**config.mk**
```make
export PLATFORM = sky130hd
export DESIGN_NAME = beam_raster
export DESIGN_NICKNAME = d
export VERILOG_FILES = /design/src/rtl/game_pkg.sv /design/src/rtl/raster_counter.sv /design/src/rtl/beam_raster.sv
export SDC_FILE = /design/constraint.sdc
export NUM_CORES = 1
export LEC_CHECK = 0
export CAP_MARGIN = 10
export CORE_MARGIN = 1
export CORE_UTILIZATION = 49
export DETAILED_ROUTE_END_ITERATION = 8
export PLACE_DENSITY = 0.73
export SLEW_MARGIN = 30
export SYNTH_ARGS = -nofsm -noshare
export SYNTH_HDL_FRONTEND = slang
export SYNTH_SLANG_ARGS = --single-unit
```
**constraint.sdc**
```tcl
create_clock -name clk -period 3.3 [get_ports clk]
set_input_delay 0.99 -clock clk [delete_from_list [all_inputs] [get_ports clk]]
set_output_delay 0.99 -clock clk [all_outputs]
set_load 0.02 [all_outputs]
```
**src/rtl/game_pkg.sv**
```systemverilog
`default_nettype none
// game_pkg: playfield constants, colours and FSM state encoding shared by the drawers.
// Rev 1.0
package game_pkg;

  localparam int SCREEN_W = 160;
  localparam int SCREEN_H = 120;

  localparam logic [2:0] COL_BLACK = 3'd0;
  localparam logic [2:0] COL_GREEN = 3'd2;

  localparam logic [1:0] ST_IDLE = 2'd0;
  localparam logic [1:0] ST_DRAW = 2'd1;
  localparam logic [1:0] ST_DONE = 2'd2;

  typedef enum logic [1:0] {
    S_IDLE = ST_IDLE,
    S_DRAW = ST_DRAW,
    S_DONE = ST_DONE
  } state_t;

  // Counter width for a range of n values, never below one bit.
  function automatic int cnt_w(input int n);
    return (n > 1) ? $clog2(n) : 1;
  endfunction

endpackage
`default_nettype wire

```
**src/rtl/raster_counter.sv**
```systemverilog
`default_nettype none
// raster_counter: hold / column / row nested counter walking a W x H block, HOLD cycles per cell.
// Rev 1.0
module raster_counter
  import game_pkg::*;
#(
  parameter int BEAM_W = 4,
  parameter int BEAM_H = 115,
  parameter int HOLD   = 2,
  localparam int XW    = game_pkg::cnt_w(BEAM_W),
  localparam int YW    = game_pkg::cnt_w(BEAM_H),
  localparam int HW    = game_pkg::cnt_w(HOLD)
) (
  input  logic          clk,
  input  logic          resetn,
  input  logic          clr,
  input  logic          en,
  output logic [XW-1:0] xo,
  output logic [YW-1:0] yo,
  output logic          last
);

  logic [HW-1:0] hold;
  logic          hold_end;
  logic          row_end;

  assign hold_end = (hold == HW'(HOLD - 1));
  assign row_end  = (xo == XW'(BEAM_W - 1));
  assign last     = hold_end && row_end && (yo == YW'(BEAM_H - 1));

  // Wraps to the origin after the final step so a free-running enable stays in range.
  always_ff @(posedge clk) begin
    if (!resetn || clr) begin
      hold <= '0;
      xo   <= '0;
      yo   <= '0;
    end else if (en) begin
      if (!hold_end) begin
        hold <= hold + HW'(1);
      end else begin
        hold <= '0;
        if (!row_end) begin
          xo <= xo + XW'(1);
        end else begin
          xo <= '0;
          yo <= last ? '0 : yo + YW'(1);
        end
      end
    end
  end

endmodule
`default_nettype wire

```
**src/rtl/beam_raster.sv**
```systemverilog
`default_nettype none
// beam_raster: rasters a clipped BEAM_W x BEAM_H filled rectangle into the VGA write port.
// Rev 1.0
module beam_raster #(
  parameter int BEAM_W   = 4,
  parameter int BEAM_H   = 115,
  parameter int HOLD     = 2,
  parameter int SCREEN_W = game_pkg::SCREEN_W,
  parameter int SCREEN_H = game_pkg::SCREEN_H
) (
  input  logic       clk,
  input  logic       resetn,
  input  logic       start,
  input  logic       erase,
  input  logic [2:0] colour_in,
  input  logic [7:0] x0,
  input  logic [6:0] y0,
  output logic [7:0] x,
  output logic [6:0] y,
  output logic [2:0] c_out,
  output logic       plot,
  output logic       busy,
  output logic       done
);

  import game_pkg::*;

  localparam int XW = cnt_w(BEAM_W);
  localparam int YW = cnt_w(BEAM_H);

  localparam logic [8:0] X_LIM = 9'(SCREEN_W);
  localparam logic [7:0] Y_LIM = 8'(SCREEN_H);

  state_t        state;
  logic [7:0]    x_org;
  logic [6:0]    y_org;
  logic [2:0]    colour;
  logic          pix_last;

  logic [XW-1:0] xo;
  logic [YW-1:0] yo;
  logic          cnt_last;
  logic          cnt_en;
  logic          cnt_clr;

  logic          accept;
  logic          load_pix;
  logic [7:0]    ox_sel;
  logic [6:0]    oy_sel;
  logic [2:0]    col_sel;
  logic [8:0]    sum_x;
  logic [7:0]    sum_y;
  logic          on_screen;

  // The counter runs one step ahead of the output registers: it is advanced on the
  // accepting edge so that every edge can register the pixel for the following cycle.
  assign accept   = (state == S_IDLE) && start;
  assign cnt_en   = accept || (state == S_DRAW);
  assign cnt_clr  = !cnt_en;
  assign load_pix = accept || ((state == S_DRAW) && !pix_last);

  raster_counter #(
    .BEAM_W (BEAM_W),
    .BEAM_H (BEAM_H),
    .HOLD   (HOLD)
  ) u_counter (
    .clk    (clk),
    .resetn (resetn),
    .clr    (cnt_clr),
    .en     (cnt_en),
    .xo     (xo),
    .yo     (yo),
    .last   (cnt_last)
  );

  // In IDLE the counter sits at (0,0), so the first pixel comes straight from the inputs.
  assign ox_sel  = (state == S_IDLE) ? x0 : x_org;
  assign oy_sel  = (state == S_IDLE) ? y0 : y_org;
  assign col_sel = (state == S_IDLE) ? (erase ? COL_BLACK : colour_in) : colour;

  assign sum_x     = {1'b0, ox_sel} + 9'(xo);
  assign sum_y     = {1'b0, oy_sel} + 8'(yo);
  assign on_screen = (sum_x < X_LIM) && (sum_y < Y_LIM);

  always_ff @(posedge clk) begin
    if (!resetn) begin
      state    <= S_IDLE;
      x_org    <= '0;
      y_org    <= '0;
      colour   <= '0;
      pix_last <= 1'b0;
      x        <= '0;
      y        <= '0;
      c_out    <= '0;
      plot     <= 1'b0;
      busy     <= 1'b0;
      done     <= 1'b0;
    end else begin
      done <= 1'b0;

      if (load_pix) begin
        x        <= sum_x[7:0];
        y        <= sum_y[6:0];
        c_out    <= col_sel;
        plot     <= on_screen;
        pix_last <= cnt_last;
      end

      case (state)
        S_IDLE: begin
          if (start) begin
            state  <= S_DRAW;
            x_org  <= x0;
            y_org  <= y0;
            colour <= col_sel;
            busy   <= 1'b1;
          end
        end
        S_DRAW: begin
          if (pix_last) begin
            state <= S_DONE;
            plot  <= 1'b0;
            done  <= 1'b1;
          end
        end
        S_DONE: begin
          state <= S_IDLE;
          busy  <= 1'b0;
        end
        default: begin
          state <= S_IDLE;
          busy  <= 1'b0;
          plot  <= 1'b0;
        end
      endcase
    end
  end

endmodule
`default_nettype wire
```
### Clock wires, drivers and flops, run 1

The bar under the picture is 20 µm long.
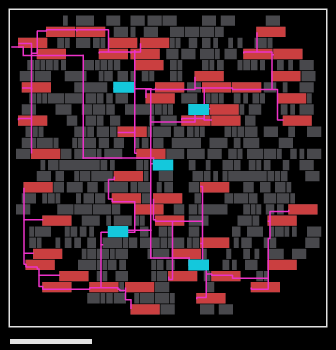
legend:
  magenta:
    item: clock wires
    length: 573 µm
  red:
    item: flip-flops
    count: 52
  cyan:
    item: clock drivers
    count: 5
flops lie: spread over the die
routed clock nets: 6
clock power share: 0.275
clk_skew: 5.65 ps

### Cells coloured by class, run 1

Fill, decap, tap and diode cells in grey.
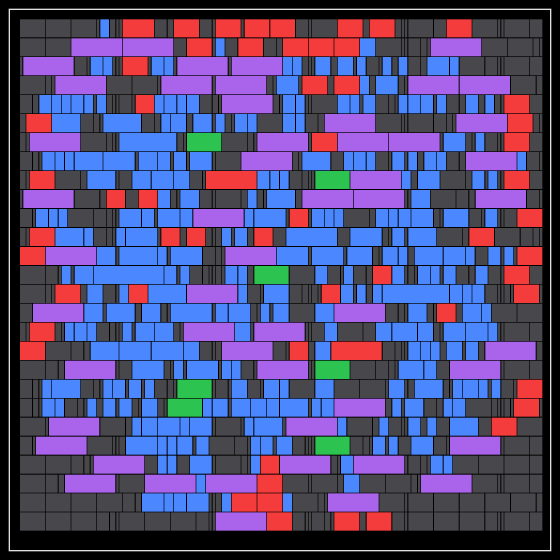
legend:
  red:
    class: other buffers and delay cells
    cells: 57
    share_of_their_area: 17%
  blue:
    class: combinational and other logic
    cells: 270
    share_of_their_area: 50%
  purple:
    class: flops
    cells: 52
    share_of_their_area: 31%
  green:
    class: clock drivers and dummy loads
    cells: 7
    share_of_their_area: 2.8%
final core utilization: 0.633
Rows: 27

==> qor.txt, run 1 <==
Status = complete, no violations
Worst-path fanout max = 3
Initial antenna violation count = 0
Pin count of the biggest net entering global routing = 39
Slew Viols, Final = 0
Max Used Layer = met4
Worst vdd ir = 0.000200 V
Final hold slack = 452 ps
Nets@finish = 422
Vias in the first global route = 2407
Die Ht = 77.4 µm
Number of synthesized flops with an enable pin = 0
GR Util met3 = 0.0447
Buffers added on ports = 42
# Post-CTS Setup Buffers = 0
Gate Count Post-Synth = 339
Met3 WL post-DR = 298 µm
Fmax = 319 MHz
Netlist Area Pre-Place = 2790 µm²
GR Overflow Total = 0
Post_cts resized = 0
Largest registers = x: 8 flops, x_org: 8 flops
GR peak layer = met2
Clk buf depth = 2
Static leakage power = 1.40 nW
Comb group = 0.000318 W
Syn Nets = 375
Cells in synth_stat.txt = 339
Setup Crit Path Kind = input port to flop
R2R depth = 9
Signal buf overhead = 0.161
RR Endpoint = plot$_SDFF_PN0_
Seq pwr = 0.000686 W
CTS tree = yes
Antenna Nets Post-Route = 0
Most numerous cell in the Yosys netlist = nand2_1
Top-level I/O count = 43
Hold_buf cts = 0
Depth of the CTS H-tree = 2
CTS root buffer = clkbuf_8
Flop share of the area = 0.299
PD cells = 397 nW/µm²
Top power group = sequential cells
Synthesized flop and latch total = 52
Flop pwr share = 0.496
Number of fill cells = 501
Hold Crit Endpoint = x[2]$_SDFFE_PN0N_
Xor/xnor share of the synthesized area = 0.0314
Commonest Layout Cell = nand2_1
DP Worst Slack = -343 ps
Synth area leader = dfxtp_1
Switching share of total power = 0.277
Met2 wire length = 3290 µm
Met2 Resource Use GR = 0.427
Count of final setup violators = 0
Inverters = 6
Top cells excl fill/tap = nand2_1 (69), dfxtp_1 (52), clkdlybuf4s50_1 (41)
Final Power = 0.00138 W
Crit path launch type = input port
Post-Layout Inst Area = 3480 µm²
YS chip area = 2790 µm²
Hold Violations, Final = 0
TritonRoute pass-1 iters = 4
Layout area overhead = 25.0%
Tmin final = 3140 ps
Hold_sp = x[2]$_SDFFE_PN0N_
Die Wd = 77.4 µm
Int Pwr = 0.00100 W
R2R Setup Slk = 370 ps
Unrepaired setup endpoints after global routing = false
Hold/Removal Path Class = flop to flop
Layout cell share with drive strength beyond 1 = 0.117
Non-Filler Instances = 458
Dominant kind of cell by area = combinational gates
Area occupied by registers = 1040 µm²
DRT iter0 DRCs = 93
Cell Area, Placed = 3360 µm²
First-pass GRT wire length = 11000 µm
### Wiring by layer, run 1

The bar under the picture is 20 µm long. Two of the layers only.
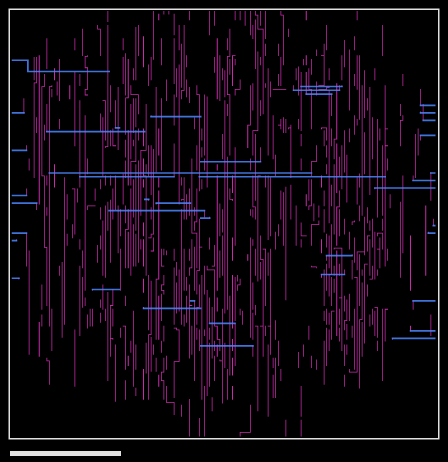
legend:
  blue:
    layer: metal 3
    wire_length: 299 µm
  magenta:
    layer: metal 2
    wire_length: 3290 µm
GRT Util Overall: 0.231
routed vias: 2574
WL/cell: 14.2 µm
final WL: 6510 µm

### Clock wiring as the flow saved it, run 1

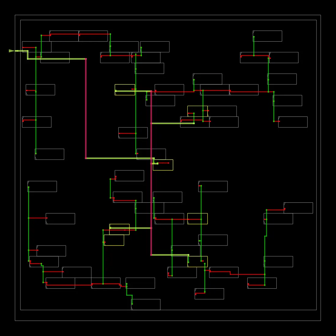
worst skew pair latency: 300 ps
TritonCTS Buffers: 5
Layout clock buffers: 7
flop count: 52

==> inputs of run 2 (changes only) <==
--- a/config.mk
+++ b/config.mk
@@ -9,7 +9,7 @@
 export CORE_MARGIN = 1
 export CORE_UTILIZATION = 49
 export DETAILED_ROUTE_END_ITERATION = 8
-export PLACE_DENSITY = 0.73
+export PLACE_DENSITY = 0.77
 export SLEW_MARGIN = 30
 export SYNTH_ARGS = -nofsm -noshare
 export SYNTH_HDL_FRONTEND = slang
==> qor.txt, run 2 <==
Synth area leader = dfxtp_1
Endpoint class of the critical path = flop
TritonRoute pass-1 iters = 4 (unchanged)
Cell Area, Placed = 3320 µm² (-1.2%)
Top-level I/O count = 43 (unchanged)
Comb area share = 0.486
Cells in synth_stat.txt = 339 (unchanged)
CTS tree = yes
DRT iter0 DRCs = 154 (+66%)
Most numerous cell in the Yosys netlist = nand2_1
Met2 wire length = 3210 µm (-2.4%)
Switching share of total power = 0.282 (+0.00544)
Crit path launch type = input port
Die Ht = 77.4 µm (unchanged)
Worst-path fanout max = 3 (unchanged)
Worst path cell trace = clkdlybuf4s50_1 > mux2_2 > fa_2 > a211o_4 > a2111oi_4 > a311oi_2 > a2111oi_2 > o41ai_2
Antenna Nets Post-Route = 0 (unchanged)
Comb group = 0.000313 W (-2%)
Static leakage power = 1.40 nW (-0.62%)
Slew Viols, Final = 0 (unchanged)
Top power group = sequential cells
Gate Count Post-Synth = 339 (unchanged)
Depth of the CTS H-tree = 2 (unchanged)
Tmin final = 3200 ps (+60.2 ps)
Worst vdd ir = 0.000329 V (+65%)
Number of synthesized flops with an enable pin = 0 (unchanged)
Clk buf depth = 2 (unchanged)
CTS root buffer = clkbuf_8
Top cells excl fill/tap = nand2_1 (69), dfxtp_1 (52), clkdlybuf4s50_1 (41)
YS chip area = 2790 µm² (unchanged)
GRT Util Overall = 0.233 (+0.00164)
Largest registers = x: 8 flops, x_org: 8 flops
Netlist Area Pre-Place = 2790 µm² (unchanged)
# Post-CTS Setup Buffers = 0 (unchanged)
Dominant kind of cell by area = combinational gates
Flop pwr share = 0.476 (-0.020)
Die Wd = 77.4 µm (unchanged)
R2R depth = 10 (+1)
First-pass GRT wire length = 11100 µm (+1.0%)
Rows = 27 (unchanged)
Xor/xnor share of the synthesized area = 0.0314 (unchanged)
TritonCTS Buffers = 5 (unchanged)
Pin count of the biggest net entering global routing = 39 (unchanged)
Signal buffers = 56
Non-Filler Instances = 458 (unchanged)
Layout cell share with drive strength beyond 1 = 0.119 (+0.00259)
R2R Setup Slk = 300 ps (-70 ps)
Syn Nets = 375 (unchanged)
Initial antenna violation count = 0 (unchanged)
Signal buf overhead = 0.151 (-0.00955)
Int Pwr = 0.00104 W (+3.5%)
Setup Crit Path Kind = input port to flop
PD cells = 414 nW/µm² (+4.2%)
Top cells by count, synth = nand2_1 (69), dfxtp_1 (52), a21oi_1 (39), nor2_1 (29), ha_1 (12)
WL/cell = 14.3 µm (+0.88%)
Hold Violations, Final = 0 (unchanged)
Count of final setup violators = 0 (unchanged)
Hold/Removal Path Class = flop to flop
Met3 WL post-DR = 327 µm (+9.7%)
Fmax = 313 MHz (-1.9%)
Max Used Layer = met4
Layout area overhead = 25.2%
Flop count = 52 (unchanged)
DP Worst Slack = -302 ps (+41.4 ps)
Buffers added on ports = 42 (unchanged)
GR Overflow Total = 0 (unchanged)
Hold Crit Endpoint = x[3]$_SDFFE_PN0N_
Met2 Resource Use GR = 0.396 (-0.0301)
Synthesized flop and latch total = 52 (unchanged)
Final hold slack = 458 ps (+5.93 ps)
Vias in the first global route = 2427 (+0.83%)
Unrepaired setup endpoints after global routing = false
Area occupied by registers = 1040 µm² (unchanged)
Final WL = 6560 µm (+0.88%)
Seq pwr = 0.000687 W (about the same)
Number of fill cells = 491 (-2.0%)
Combinational power share = 0.217
RR Endpoint = plot$_SDFF_PN0_
Final Power = 0.00144 W (+4.3%)
Hold_buf cts = 0 (unchanged)
GR Util met3 = 0.0400 (-0.00471)
Routed vias = 2535 (-1.5%)
Mux frac, synth = 0.0552
GR peak layer = met2
Inverters = 6 (unchanged)
Commonest Layout Cell = nand2_1
Status = complete, no violations
Post_cts resized = 0 (unchanged)
GR met1 Demand/Resource = 0.293
### Clock wires, drivers and flops, run 2

The bar under the picture is 20 µm long.
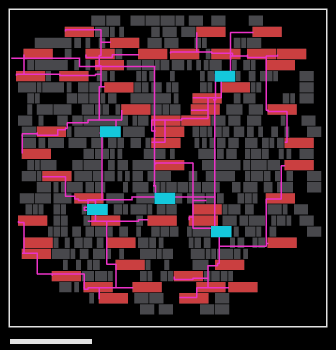
legend:
  red:
    item: flip-flops
    count: 52
  cyan:
    item: clock drivers
    count: 5
  magenta:
    item: clock wires
    length: 632 µm
flops lie: spread over the die
clock power share: 0.307
clk_skew: 5.34 ps
Clk. pwr: 0.000444 W

### Cells coloured by class, run 2

Fill, decap, tap and diode cells in grey.
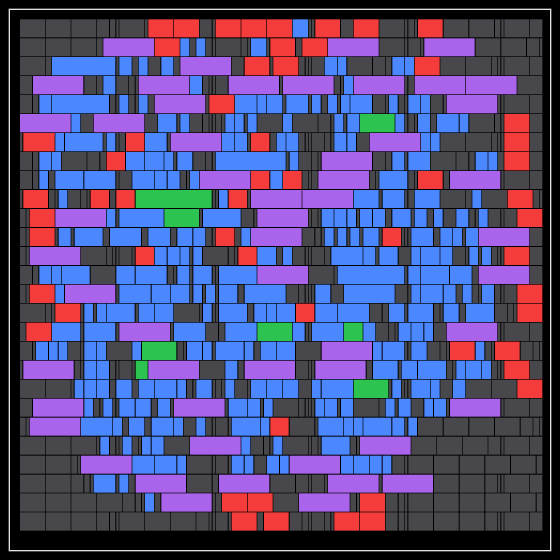
legend:
  blue:
    class: combinational and other logic
    cells: 270
    share_of_their_area: 51%
  red:
    class: other buffers and delay cells
    cells: 56
    share_of_their_area: 16%
  purple:
    class: flops
    cells: 52
    share_of_their_area: 31%
  green:
    class: clock drivers and dummy loads
    cells: 8
    share_of_their_area: 3.3%
core outline area: 5510 µm²
Post-Layout Inst Area: 3490 µm²
final core utilization: 0.634
flop share of the area: 0.298

### Clock wiring as the flow saved it, run 2

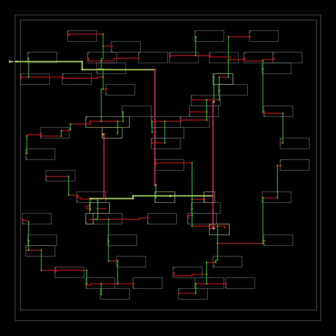
worst skew pair latency: 310 ps
total clock sinks: 52
Layout clock buffers: 5

==> inputs of run 3 (changes only) <==
--- a/config.mk
+++ b/config.mk
@@ -10,6 +10,7 @@
 export CORE_UTILIZATION = 49
 export DETAILED_ROUTE_END_ITERATION = 8
 export PLACE_DENSITY = 0.77
+export SKIP_CTS_REPAIR_TIMING = 1
 export SLEW_MARGIN = 30
 export SYNTH_ARGS = -nofsm -noshare
 export SYNTH_HDL_FRONTEND = slang
### Clock wiring as the flow saved it, run 3

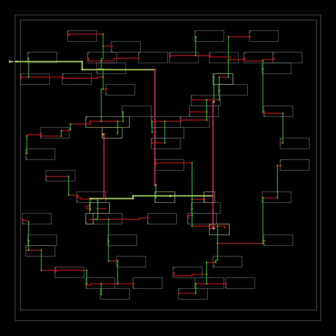

### Clock wires, drivers and flops, run 3

The bar under the picture is 20 µm long.
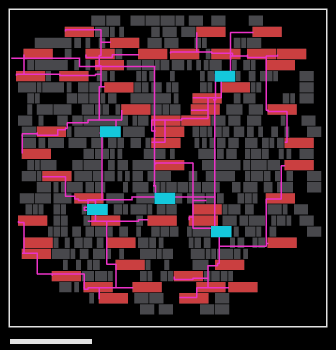
legend:
  red:
    item: flip-flops
    count: 52
  magenta:
    item: clock wires
    length: 632 µm
  cyan:
    item: clock drivers
    count: 5
routed clock nets: 6
flops lie: spread over the die

==> qor.txt, run 3 <==
Area occupied by registers = 1040 µm² (unchanged)
Final hold slack = 458 ps (unchanged)
First-pass GRT wire length = 11100 µm (unchanged)
Seq pwr = 0.000687 W (about the same)
Largest registers = x: 8 flops, x_org: 8 flops
Rows = 27 (unchanged)
CTS tree = yes
Synthesized flop and latch total = 52 (unchanged)
DP Worst Slack = -302 ps (unchanged)
Final Power = 0.00144 W (unchanged)
Vias in the first global route = 2427 (unchanged)
Combinational power share = 0.217 (about the same)
Total clock sinks = 52 (unchanged)
Post-Layout Inst Area = 3490 µm² (unchanged)
Routability cong. = 0.879
GR met1 Demand/Resource = 0.293 (unchanged)
Netlist Area Pre-Place = 2790 µm² (unchanged)
Crit path launch type = input port
Worst path cell trace = clkdlybuf4s50_1 > mux2_2 > fa_2 > a211o_4 > a2111oi_4 > a311oi_2 > a2111oi_2 > o41ai_2
PD cells = 414 nW/µm² (unchanged)
Clk_skew = 5.34 ps (unchanged)
Clock slew at reported path FFs = 100 ps
Synth area leader = dfxtp_1
Post-Synth AOI/OAI Area = 0.211
Slew HR = 0.497
Status = complete, no violations
Top-level I/O count = 43 (unchanged)
Number of fill cells = 491 (unchanged)
# diodes = 0
Inverters = 6 (unchanged)
R2R Setup Slk = 300 ps (about the same)
Clock power share = 0.307 (about the same)
Unrepaired setup endpoints after global routing = false
YS chip area = 2790 µm² (unchanged)
Hold Violations, Final = 0 (unchanged)
Flop pwr share = 0.476 (about the same)
Top cells by count, synth = nand2_1 (69), dfxtp_1 (52), a21oi_1 (39), nor2_1 (29), ha_1 (12)
Commonest Layout Cell = nand2_1
Int Pwr = 0.00104 W (unchanged)
Met3 WL post-DR = 327 µm (unchanged)
Async SR Flop Fraction = 0
Antenna Nets Post-Route = 0 (unchanged)
Die area = 5990 µm²
Comb group = 0.000313 W (about the same)
FP Util = 0.506
Comb area share = 0.486 (unchanged)
TritonCTS Buffers = 5 (unchanged)
Layout area overhead = 25.2% (unchanged)
Setup crit start = y0[1]
RR Endpoint = plot$_SDFF_PN0_
GRT Util Overall = 0.233 (unchanged)
Signal buf overhead = 0.151 (unchanged)
GR Util met3 = 0.0400 (unchanged)
GR peak layer = met2
Most numerous cell in the Yosys netlist = nand2_1
Top cells, area = dfxtp_1 (37%), nand2_1 (9.3%), a21oi_1 (7.0%)
Tool Warnings = 27
Cell Area, Placed = 3320 µm² (unchanged)
Met1 WL = 2910 µm
Dominant kind of cell by area = combinational gates
Tmin final = 3200 ps (unchanged)
Final period util = 0.969
Slew @ Worst Pin = 753 ps
DP HPWL = 4550 µm
Switching share of total power = 0.282 (unchanged)
Non-Filler Instances = 458 (unchanged)
Static leakage power = 1.40 nW (unchanged)
Top power group = sequential cells
Met2 Resource Use GR = 0.396 (unchanged)
Syn Nets = 375 (unchanged)
TritonRoute pass-1 iters = 4 (unchanged)
Depth of the CTS H-tree = 2 (unchanged)
Endpoint class of the critical path = flop
CTS root buffer = clkbuf_8
Fa+ha+maj area frac = 0.0682
Gate Count Post-Synth = 339 (unchanged)
Clk buf depth = 2 (unchanged)
Pin count of the biggest net entering global routing = 39 (unchanged)
Flop count = 52 (unchanged)
Slew Viols, Final = 0 (unchanged)
Xor/xnor share of the synthesized area = 0.0314 (unchanged)
Met2 wire length = 3210 µm (unchanged)
Crit-path slowest cell = clkdlybuf4s50_1
Mux frac, synth = 0.0552 (unchanged)
Count of final setup violators = 0 (unchanged)
GR Overflow Total = 0 (unchanged)
Number of synthesized flops with an enable pin = 0 (unchanged)
Setup Crit Path Kind = input port to flop
RR Startpoint = state[1]$_SDFFE_PN0P_
ClkCell Share = 0.0319
Signal buffers = 56 (unchanged)
Worst skew pair latency = 310 ps (about the same)
Worst vdd ir = 0.000329 V (unchanged)
Die Ht = 77.4 µm (unchanged)
Worst endpoint data arrival time = 3390 ps
Layout clock buffers = 5 (unchanged)
Worst-path fanout max = 3 (unchanged)
Hold/Removal Path Class = flop to flop
R2R depth = 10 (unchanged)
Buffers added on ports = 42 (unchanged)
Top cell area share = 0.373
Core outline area = 5510 µm² (unchanged)
Die Wd = 77.4 µm (unchanged)
Max Used Layer = met4
Cells in synth_stat.txt = 339 (unchanged)
Clk. pwr = 0.000444 W (about the same)
Fmax = 313 MHz (unchanged)
Final core utilization = 0.634 (unchanged)
Initial antenna violation count = 0 (unchanged)
Layout cell share with drive strength beyond 1 = 0.119 (unchanged)
Levels on crit path = 8
Hold Crit Endpoint = x[3]$_SDFFE_PN0N_
Flop share of the area = 0.298 (unchanged)
DRT iter0 DRCs = 154 (unchanged)
Top cells excl fill/tap = nand2_1 (69), dfxtp_1 (52), clkdlybuf4s50_1 (41)
### Wiring by layer, run 3

The bar under the picture is 20 µm long. Two of the layers only.
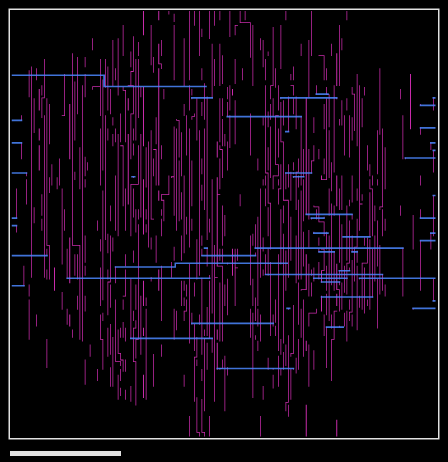
legend:
  magenta:
    layer: metal 2
    wire_length: 3210 µm
  blue:
    layer: metal 3
    wire_length: 327 µm
routed vias: 2535
final WL: 6560 µm
WL/cell: 14.3 µm

Power and IR drop assume default switching activity.
